<file path="src/rtl/seq_div_pkg.sv">
// Shared definitions for the sequential divider.
//   seq_div_state_e    : controller states (IDLE, CALC, FIX, DONE)
//   seq_div_cnt_width  : width of the iteration counter for a given operand width
package seq_div_pkg;

  typedef enum logic [1:0] {
    IDLE = 2'd0,
    CALC = 2'd1,
    FIX  = 2'd2,
    DONE = 2'd3
  } seq_div_state_e;

  // Counter must be able to hold width_p (one more than the last iteration index).
  function automatic int seq_div_cnt_width(input int w);
    return $clog2(w + 1);
  endfunction

endpackage

</file>
<file path="src/rtl/full_add.sv">
// One-bit full adder cell.
//   a_i, b_i : addend bits
//   c_i      : carry in
//   s_o      : sum bit
//   c_o      : carry out
module full_add (
  input  logic a_i,
  input  logic b_i,
  input  logic c_i,
  output logic s_o,
  output logic c_o
);

  assign s_o = a_i ^ b_i ^ c_i;
  assign c_o = (a_i & b_i) | (c_i & (a_i ^ b_i));

endmodule

</file>
<file path="src/rtl/seq_div_ripple_sub.sv">
// Ripple-carry subtractor built from full_add cells: diff = a + ~b + 1.
//   a_i, b_i  : minuend and subtrahend (width_p bits)
//   diff_o    : a - b modulo 2^width_p
//   borrow_o  : 1 when a < b (unsigned); with a = 0 it flags b != 0
module ripple_sub #(
  parameter int width_p = 8
) (
  input  logic [width_p-1:0] a_i,
  input  logic [width_p-1:0] b_i,
  output logic [width_p-1:0] diff_o,
  output logic               borrow_o
);

  logic [width_p:0] carry;

  // Carry-in of 1 completes the two's-complement of b.
  assign carry[0] = 1'b1;

  for (genvar gi = 0; gi < width_p; gi++) begin : g_bit
    full_add u_fa (
      .a_i (a_i[gi]),
      .b_i (~b_i[gi]),
      .c_i (carry[gi]),
      .s_o (diff_o[gi]),
      .c_o (carry[gi+1])
    );
  end

  assign borrow_o = ~carry[width_p];

endmodule

</file>
<file path="src/rtl/seq_div.sv">
// Sequential restoring divider, signed or unsigned, one quotient bit per cycle.
//   clk_i, reset_i        : clock, synchronous active-high reset
//   valid_i / ready_o     : operand handshake (signed_i, dividend_i, divisor_i)
//   valid_o / ready_i     : result handshake (quotient_o, remainder_o, div_zero_o)
// Latency is width_p+2 cycles regardless of operands; one operation in flight.
module seq_div
  import seq_div_pkg::*;
#(
  parameter int width_p = 8
) (
  input  logic               clk_i,
  input  logic               reset_i,
  input  logic               valid_i,
  output logic               ready_o,
  input  logic               signed_i,
  input  logic [width_p-1:0] dividend_i,
  input  logic [width_p-1:0] divisor_i,
  output logic               valid_o,
  input  logic               ready_i,
  output logic [width_p-1:0] quotient_o,
  output logic [width_p-1:0] remainder_o,
  output logic               div_zero_o
);

  localparam int cnt_w_lp = seq_div_cnt_width(width_p);
  localparam logic [cnt_w_lp-1:0] last_iter_lp = cnt_w_lp'(width_p - 1);

  seq_div_state_e      state_reg, state_next;
  logic [cnt_w_lp-1:0] cnt_reg, cnt_next;
  logic [width_p-1:0]  quo_reg, quo_next;   // dividend magnitude, shifted out as quotient shifts in
  logic [width_p-1:0]  rem_reg, rem_next;   // partial remainder, then final remainder
  logic [width_p-1:0]  dvs_reg, dvs_next;   // divisor magnitude
  logic                dvd_neg_reg, dvd_neg_next;
  logic                dvs_neg_reg, dvs_neg_next;
  logic                dvz_reg, dvz_next;

  // Trial subtract on width_p+1 bits: {remainder, next dividend bit} - divisor.
  logic [width_p:0] trial_a, trial_diff;
  logic             trial_borrow;
  logic             unused_trial_msb;

  assign trial_a = {rem_reg, quo_reg[width_p-1]};

  ripple_sub #(.width_p(width_p + 1)) u_trial (
    .a_i      (trial_a),
    .b_i      ({1'b0, dvs_reg}),
    .diff_o   (trial_diff),
    .borrow_o (trial_borrow)
  );

  // A successful trial always leaves a value below the divisor, so the MSB is 0.
  assign unused_trial_msb = trial_diff[width_p];

  // Two negators shared in time: in IDLE they produce operand magnitudes,
  // in FIX they apply the sign correction to quotient and remainder.
  logic [width_p-1:0] neg_q_in, neg_q_out, neg_r_in, neg_r_out;
  logic               unused_neg_q_borrow;
  logic               neg_r_borrow;

  assign neg_q_in = (state_reg == FIX) ? quo_reg : dividend_i;
  assign neg_r_in = (state_reg == FIX) ? rem_reg : divisor_i;

  ripple_sub #(.width_p(width_p)) u_neg_q (
    .a_i      ('0),
    .b_i      (neg_q_in),
    .diff_o   (neg_q_out),
    .borrow_o (unused_neg_q_borrow)
  );

  ripple_sub #(.width_p(width_p)) u_neg_r (
    .a_i      ('0),
    .b_i      (neg_r_in),
    .diff_o   (neg_r_out),
    .borrow_o (neg_r_borrow)
  );

  always_comb begin
    state_next   = state_reg;
    cnt_next     = cnt_reg;
    quo_next     = quo_reg;
    rem_next     = rem_reg;
    dvs_next     = dvs_reg;
    dvd_neg_next = dvd_neg_reg;
    dvs_neg_next = dvs_neg_reg;
    dvz_next     = dvz_reg;

    case (state_reg)
      IDLE: begin
        if (valid_i) begin
          dvd_neg_next = signed_i & dividend_i[width_p-1];
          dvs_neg_next = signed_i & divisor_i[width_p-1];
          quo_next     = dvd_neg_next ? neg_q_out : dividend_i;
          dvs_next     = dvs_neg_next ? neg_r_out : divisor_i;
          // 0 - divisor borrows exactly when the divisor is non-zero.
          dvz_next     = ~neg_r_borrow;
          rem_next     = '0;
          cnt_next     = '0;
          state_next   = CALC;
        end
      end

      CALC: begin
        quo_next = {quo_reg[width_p-2:0], ~trial_borrow};
        rem_next = trial_borrow ? trial_a[width_p-1:0] : trial_diff[width_p-1:0];
        cnt_next = cnt_reg + 1'b1;
        if (cnt_reg == last_iter_lp) begin
          state_next = FIX;
        end
      end

      FIX: begin
        // A zero divisor already leaves |dividend| as remainder; only the
        // quotient needs forcing so that signed mode also reports all ones.
        if (dvz_reg) begin
          quo_next = '1;
        end else if (dvd_neg_reg ^ dvs_neg_reg) begin
          quo_next = neg_q_out;
        end
        if (dvd_neg_reg) begin
          rem_next = neg_r_out;
        end
        state_next = DONE;
      end

      DONE: begin
        if (ready_i) begin
          state_next = IDLE;
        end
      end

      default: state_next = IDLE;
    endcase
  end

  always_ff @(posedge clk_i) begin
    if (reset_i) begin
      state_reg   <= IDLE;
      cnt_reg     <= '0;
      quo_reg     <= '0;
      rem_reg     <= '0;
      dvs_reg     <= '0;
      dvd_neg_reg <= 1'b0;
      dvs_neg_reg <= 1'b0;
      dvz_reg     <= 1'b0;
    end else begin
      state_reg   <= state_next;
      cnt_reg     <= cnt_next;
      quo_reg     <= quo_next;
      rem_reg     <= rem_next;
      dvs_reg     <= dvs_next;
      dvd_neg_reg <= dvd_neg_next;
      dvs_neg_reg <= dvs_neg_next;
      dvz_reg     <= dvz_next;
    end
  end

  assign ready_o     = (state_reg == IDLE);
  assign valid_o     = (state_reg == DONE);
  assign quotient_o  = quo_reg;
  assign remainder_o = rem_reg;
  assign div_zero_o  = dvz_reg;

endmodule

</file>
<file path="config.mk">
export PLATFORM = sky130hd
export DESIGN_NAME = seq_div
export DESIGN_NICKNAME = d
export VERILOG_FILES = /design/src/rtl/seq_div_pkg.sv /design/src/rtl/full_add.sv /design/src/rtl/seq_div_ripple_sub.sv /design/src/rtl/seq_div.sv
export SDC_FILE = /design/constraint.sdc
export NUM_CORES = 1
export LEC_CHECK = 0
export CAP_MARGIN = 40
export CORE_UTILIZATION = 40
export CTS_BUF_LIST = sky130_fd_sc_hd__clkbuf_2 sky130_fd_sc_hd__clkbuf_4 sky130_fd_sc_hd__clkbuf_8
export DETAILED_ROUTE_END_ITERATION = 8
export SLEW_MARGIN = 20
export SYNTH_ARGS = -nofsm -noshare
export SYNTH_HDL_FRONTEND = slang
export SYNTH_SLANG_ARGS = --single-unit
export TNS_END_PERCENT = 100
</file>
<file path="constraint.sdc">
create_clock -name clk_i -period 4.75 [get_ports clk_i]
set_clock_uncertainty 0.05 [all_clocks]
set_input_delay 0.475 -clock clk_i [delete_from_list [all_inputs] [get_ports clk_i]]
set_output_delay 0.475 -clock clk_i [all_outputs]
set_load 0.05 [all_outputs]
</file>
Figure 1. Clock wires, drivers and flops (run 1).
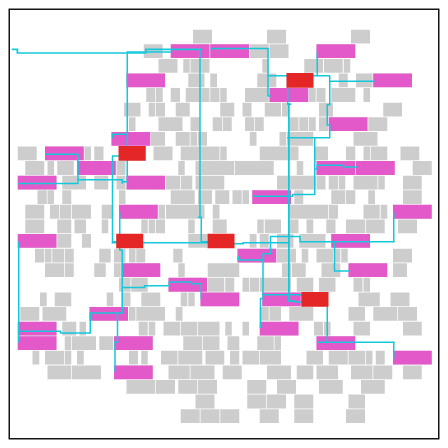
[red] clock drivers | count: 5
[cyan] clock wires | length: 532 um
[magenta] flip-flops | count: 33
routed clock nets: 6
flops lie: all over the die

Figure 2. Supply network (run 1).
Pins as bars on the die edge. Tap cells in grey.
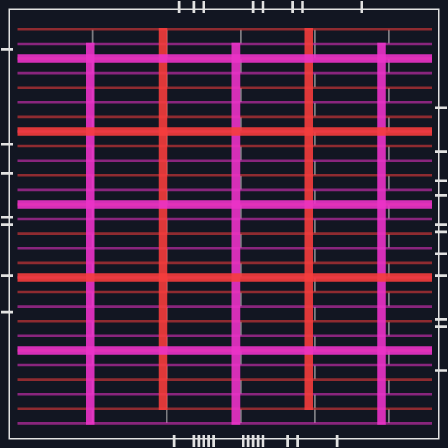
| colour | net |
|---|---|
| red | VDD |
| magenta | VSS |
tap cells: 72
met4 straps: 5
signal pins: 40
met1 rails: 28
Vert. Die Dim: 79.8 um
horizontal die dimension: 79.8 um
Core Area: 5680 um2
IR Drop Worst-Case VDD: 0.000454 V

Figure 3. Register map, names as in the netlist (run 1).
Other sequential cells in the stronger grey, the rest of the logic in the fainter grey.
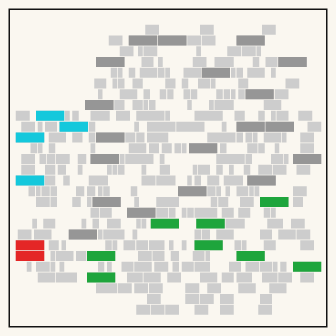
| colour | name in the netlist | placed flops |
|---|---|---|
| green | quotient_o | 8 |
| cyan | cnt_reg | 4 |
| red | state_reg | 2 |
not coloured: 19

==> impl_metrics.tcl, run 1 <==
# flow metrics
set metrics [dict create \
    nNonClkBuffers 45 \
    postPlaceCellArea_um2 2780 \
    final-comb-area_um2 1530 \
    area.share.combinational_pct 53.0 \
    cp_data_arrival_time_ns 4.50 \
    yosys.cell_types.count 43 \
    floorplan.initialDensity_pct 42.6 \
    cellInternalPower_mw 0.935 \
    cell_mode_on_critical_path "fa_1" \
    tritoncts "yes" \
    clockNetworkPower_mw 0.240 \
    critical_path_class "reg -> reg" \
    setup_violating_endpoint_count_in_the_final_report 0 \
    status "completed" \
    layout.non_clock_inverters 16 \
    total_count_of_max_transition_violations_in_the_final_report 0 \
    timing.critical_path.fanout_max 5 \
    cp_slowest_cell "fa_1" \
    clock_power_share_pct 13.3 \
    place_worst_setup_slack_ns 0.383 \
    r2r_start "quotient_o[7]" \
    layout-drive-gt1-share_pct 7.19 \
    syn-num-nets 325 \
    dr.pass1.iters 4 \
    layout.clock_buffers 7 \
    ys_top_cells_by_area "dfxtp_1 (27%), ha_1 (9.8%), mux2i_1 (6.6%)" \
    number_of_buffers_created_by_cts 5 \
    leading_cell_type_in_the_layout_fill_and_taps_excluded "clkdlybuf4s50_1" \
    grt_use_total_pct 20.8 \
    power.switching_fraction_pct 48.3 \
    timing.final.crit_share_pct 92.1 \
    design.seq.count 33 \
    cts.reportedPaths.clkPinSlew_ns 0.07 \
    top_cells_by_count "dfxtp_1 (33), nand2_1 (30), a21oi_1 (22)" \
    num_io_pins 40 \
    p_seq_mw 0.409 \
    num-nets-final 352 \
]
[run 1: per-layer routing]
layer | GRT usage [%] | vias to the layer above | wire [um] | part of all wire, %
met4 | 7.32 | 0 | 75 | 1.3
met3 | 3.66 | 7 | 300 | 5.0
met5 | 0 | - | 0 | 0
met2 | 32.0 | 51 | 2700 | 45
met1 | 29.1 | 1016 | 2910 | 49
li1 | - | 1055 | - | -
[run 1: cells by family after synthesis]
group / after synthesis / synth area share [%]
and+or+nand+nor: 78 / 14.6
AOI/OAI and AO/OA: 75 / 22.1
buffers and inverters: 41 / 9.57
DFF: 33 / 27.3
adders and majority gates: 26 / 15.6
muxes: 23 / 10.0
xor gates and xnor gates: 2 / 0.724
Figure 4. Congestion heat map (run 1).
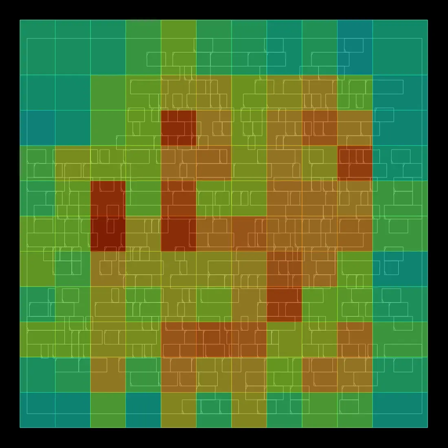

==> run 2, diff against run 1 <==
CORE_MARGIN = 2   (was unset)
Figure 5. Congestion heat map (run 2).
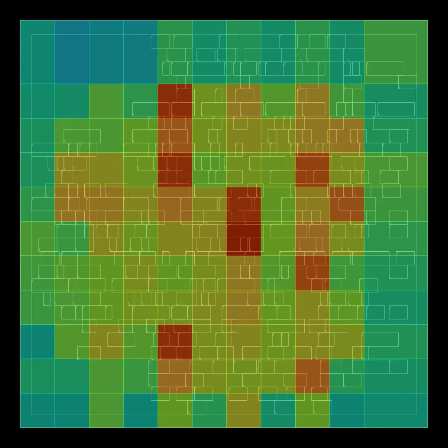
final core area utilization: 49.0%
GR Layer Usage met1: 25.9%
routed length per instance: 16.0 um
Total Routing Usage GR: 19.2%

Figure 6. Supply network (run 2).
Pins as bars on the die edge. Tap cells in grey.
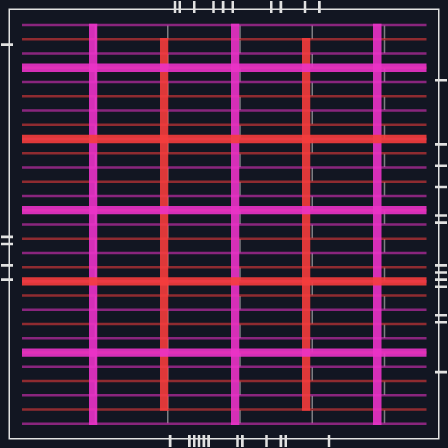
| colour | net |
|---|---|
| magenta | VSS |
| red | VDD |
met4 straps: 5
tap cells: 75
met5 straps: 5
signal pins: 40
rows: 28
Vert. Die Dim: 81.8 um
horizontal die dimension: 81.8 um
Core Area: 5890 um2
IR Drop Worst-Case VDD: 0.000398 V

==> impl_metrics.tcl, run 2 <==
# flow metrics
set metrics [dict create \
    design.seq.count 33 \
    post-route-min-period_ns 4.43 \
    fillerInstances 587 \
    critical_path_cell_count 13 \
    maxSlewHeadroom_pct 59.3 \
    synth.yosys.seq_area_share_pct 27.3 \
    timing.final.crit_share_pct 93.2 \
    worst_r2r_path_depth 13 \
    postPlaceCellArea_um2 2780 \
    groute.layer.met3.usage_pct 3.74 \
    top_cells_by_count "dfxtp_1 (33), nand2_1 (30), a21oi_1 (22)" \
    ys_sh_aoi_pct 22.1 \
    timing.critical_path.fanout_max 5 \
    layout.clock_buffers 7 \
    num_io_pins 40 \
    tritoncts "yes" \
    cellInternalPower_mw 0.929 \
    num-nets-final 353 \
    m1WireLength_um 2850 \
    cp.buffers_inverters 2 \
    total_of_hold_buffers_inserted_after_clock_tree_synthesis 0 \
    stdcell_count 381 \
    postSynthAreaPerCell_um2 8.70 \
    min_path_cells 2 \
    synth.area.mux_share_pct 10.0 \
    layout.non_clock_inverters 16 \
    seq_area_share_pct 22.9 \
    ys_sh_simple_pct 14.6 \
    number_of_register_bits_inferred_by_synthesis 33 \
    end_point_of_the_worst_hold_path "dvs_reg[7]" \
    power.switching_fraction_pct 48.2 \
    synth.cellmix.adderShare_pct 15.6 \
    timing.max_cap.violations 0 \
    cp_slowest_cell "fa_1" \
    dr.first_iter.drc_count 85 \
    status "completed" \
    met3_wirelength_um 360 \
    clockNetworkPower_mw 0.220 \
    syn-num-nets 325 \
    cts.reportedPaths.clkPinSlew_ns 0.07 \
    yosys.cell_types.count 43 \
    top_layer_used "met4" \
    port_buffers 39 \
    hold_class "reg -> reg" \
    globalRoute.busiestLayer "met2" \
    dr.pass1.iters 4 \
    detailroute.wirelength.met2_um 2800 \
    ff_latch_area_um2 661 \
    clock_tree.root_cell "clkbuf_8" \
    leading_cell_type_in_the_layout_fill_and_taps_excluded "clkdlybuf4s50_1" \
    final_area_um2 2880 \
    yosysCellCount 278 \
    clock_power_share_pct 12.3 \
    ys_top_cells_by_area "dfxtp_1 (27%), ha_1 (9.8%), mux2i_1 (6.6%)" \
    num_antenna_cells 0 \
    number_of_nets_with_antenna_violations_after_routing 0 \
    layout-drive-gt1-share_pct 7.19 \
    critical_path_class "reg -> reg" \
    cp_data_arrival_time_ns 4.53 \
    later_pin_clock_latency_in_the_skew_report_ns 0.28 \
    yosys_most_used_dff "dfxtp_1" \
    cell_mode_on_critical_path "fa_1" \
    total_count_of_max_transition_violations_in_the_final_report 0 \
    number_of_buffers_created_by_cts 5 \
    critical-path-top-delay-family "adder cells" \
    floorplan.initialDensity_pct 41.1 \
    top_logic_kind "AND-OR/OR-AND gates" \
    post_synthesis_xor_xnor_area_fraction_pct 0.724 \
    hold_viol 0 \
    r2r_start "quotient_o[7]" \
    area.share.combinational_pct 53.1 \
    groute.layer.met2.usage_pct 31.1 \
    grt_pass1_wl_um 9760 \
    setup_violating_endpoint_count_in_the_final_report 0 \
    nNonClkBuffers 46 \
    p_seq_mw 0.410 \
    final-comb-area_um2 1530 \
    worst_hold_slack_ns 0.407 \
    top_pwr_grp "combinational cells" \
    p_comb_share_pct 64.9 \
    num_tapcells 75 \
    crit_chain "inv_1 -> ha_1 -> fa_1 -> fa_1 -> fa_1 -> fa_1 -> fa_1 -> fa_1 -> inv_1 -> fa_1 -> mux2_4 -> a22oi_1 -> o21ai_1" \
]
## run 2: cell count changes in the layout (fill, tap and decap cells not counted), sizes merged
cell and change:
clkinv -1, buf +1
## run 2: per-stage QoR
step | worst slack, ns | utilization [%]
after global placement | 0.438 | 47.1
after global routing | 0.109 | 49.0
after floorplan | 0.365 | -
after detailed placement | 0.323 | 47.2
final | 0.322 | 49.0
after CTS | 0.310 | 48.7
## run 2: worst register-to-register path: cells and delay by family, from the launching register on
| kind | cells | cell delay [ns] |
|---|---|---|
| muxes | 1 | 0.26 |
| DFF | 1 | 0.42 |
| AOI/OAI and AO/OA | 2 | 0.23 |
| buffers and inverters | 2 | 0.18 |
| adders and majority gates | 8 | 3.17 |
Figure 7. Register map, names as in the netlist (run 2).
Other sequential cells in the stronger grey, the rest of the logic in the fainter grey.
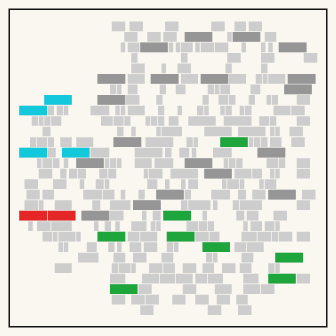

==> run 3, diff against run 2 <==
CORE_MARGIN = 3   (was 2)
Figure 8. Register map, names as in the netlist (run 3).
Other sequential cells in the stronger grey, the rest of the logic in the fainter grey.
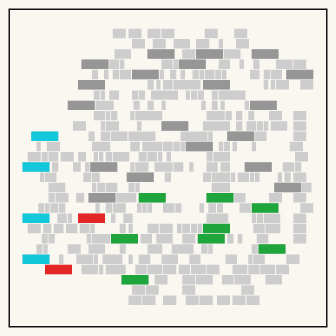
| colour | name in the netlist | placed flops |
|---|---|---|
| cyan | cnt_reg | 4 |
| red | state_reg | 2 |
| green | quotient_o | 8 |
not coloured: 19

Figure 9. Placement by cell class (run 3).
Scale bar: 20 um.
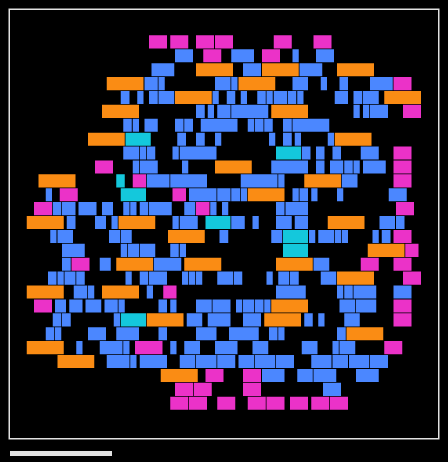
| colour | class | cells |
|---|---|---|
| orange | sequential cells | 33 |
| blue | combinational and other logic | 220 |
| magenta | remaining buffers and delay cells | 45 |
| cyan | clock drivers and dummy loads | 8 |

==> impl_metrics.tcl, run 3 <==
# flow metrics
set metrics [dict create \
    clockNetworkPower_mw 0.240 \
    hold_viol 0 \
    cp_data_arrival_time_ns 4.50 \
    num_tapcells 72 \
    timing.max_cap.violations 0 \
    groute.layer.met3.usage_pct 4.84 \
    design.seq.count 33 \
    num-nets-final 352 \
    nNonClkBuffers 45 \
    yosysChipArea_um2 2420 \
    vdd_ir_drop_max_v 0.000390 \
    ff_latch_area_um2 661 \
    tritoncts "yes" \
    power.switching_mw 0.876 \
    yosys.cell_types.count 43 \
    seq_area_share_pct 22.9 \
    cp.buffers_inverters 2 \
    num_antenna_cells 0 \
    globalRouteMet1Util_pct 24.5 \
    postPlaceCellArea_um2 2770 \
    num_io_pins 40 \
    place_worst_setup_slack_ns 0.343 \
    globalRoute.busiestLayer "met2" \
    later_pin_clock_latency_in_the_skew_report_ns 0.29 \
    area.share.combinational_pct 53.0 \
    syn-num-nets 325 \
    yosysCellCount 278 \
    top_cells_by_count "dfxtp_1 (33), nand2_1 (30), a21oi_1 (22)" \
    wl_per_cell_um 16.1 \
    ys_top_cells_by_area "dfxtp_1 (27%), ha_1 (9.8%), mux2i_1 (6.6%)" \
    maxSlewHeadroom_pct 59.0 \
    total_count_of_max_transition_violations_in_the_final_report 0 \
    status "completed" \
    die_h_um 83.8 \
    met3_wirelength_um 350 \
    yosys_most_used_dff "dfxtp_1" \
    postSynthAreaPerCell_um2 8.70 \
    crit_chain "inv_1 -> ha_1 -> fa_1 -> fa_1 -> fa_1 -> fa_1 -> fa_1 -> fa_1 -> inv_1 -> fa_1 -> mux2_4 -> a22oi_1 -> o21ai_1" \
    critical-path-top-delay-family "adder cells" \
    top_pwr_grp "combinational cells" \
    detail_route.drc_violations 0 \
    clock_power_share_pct 13.3 \
    timing.final.crit_share_pct 92.3 \
    finish.utilization_pct 50.8 \
    total_of_hold_buffers_inserted_after_clock_tree_synthesis 0 \
    cell_mode_on_critical_path "fa_1" \
    final.setup.worst_slack_ns 0.368 \
    layout.clock_buffers 7 \
    floorplan.initialDensity_pct 42.6 \
    layout.non_clock_inverters 16 \
    detailroute.wirelength.met2_um 2790 \
    critical_path_class "reg -> reg" \
    cp_slowest_cell "fa_1" \
    number_of_nets_with_antenna_violations_after_routing 0 \
    number_of_register_bits_inferred_by_synthesis 33 \
    horizontal_die_dimension_um 83.8 \
    clock_tree.root_cell "clkbuf_8" \
    top_layer_used "met4" \
    layout-drive-gt1-share_pct 7.19 \
    leading_cell_type_in_the_layout_fill_and_taps_excluded "clkdlybuf4s50_1" \
    stdcell_count 378 \
    grt_use_total_pct 17.6 \
    port_buffers 39 \
    grt_pass1_wl_um 9980 \
    p_seq_mw 0.409 \
    cts.reportedPaths.clkPinSlew_ns 0.07 \
    m1WireLength_um 2930 \
    worst_hold_slack_ns 0.431 \
    final_area_um2 2880 \
    core_area_um2 5680 \
    cellInternalPower_mw 0.936 \
    number_of_buffers_created_by_cts 5 \
    synth.yosys.seq_area_share_pct 27.3 \
    power.switching_fraction_pct 48.3 \
    groute.layer.met2.usage_pct 27.2 \
    post-route-min-period_ns 4.38 \
    timing.critical_path.fanout_max 5 \
    dr.pass1.iters 4 \
    fillerInstances 551 \
    dr.first_iter.drc_count 162 \
    setup_violating_endpoint_count_in_the_final_report 0 \
    final-comb-area_um2 1530 \
]
## run 3: worst paths after layout
kind	from	end	slack, ns	depth (start not counted)
setup / recovery	quotient_o[7]	remainder_o[7]	0.37	13
hold / removal	cnt_reg[3]	cnt_reg[3]	0.43	2
setup reg to reg	quotient_o[7]	remainder_o[7]	0.37	13
hold reg to reg	cnt_reg[3]	cnt_reg[3]	0.43	2
## run 3: tightest hold or removal path, stage by stage, from the launching register on
cell and delay [ns]:
dfxtp_1 0.33, nand2_1 0.06, a21oi_1 0.05
## run 3: cells by family (layout without fill, tap and decap cells)
group	after synthesis	in the layout	share of synthesized area (%)
simple gates	78	78	14.6
compound gates	75	75	22.1
buf+inv	41	69	9.57
flops	33	33	27.3
fa+ha+maj	26	26	15.6
mux	23	23	10.0
xor+xnor	2	2	0.724
Power figures rest on the tool's default switching activity, not on a simulated workload.
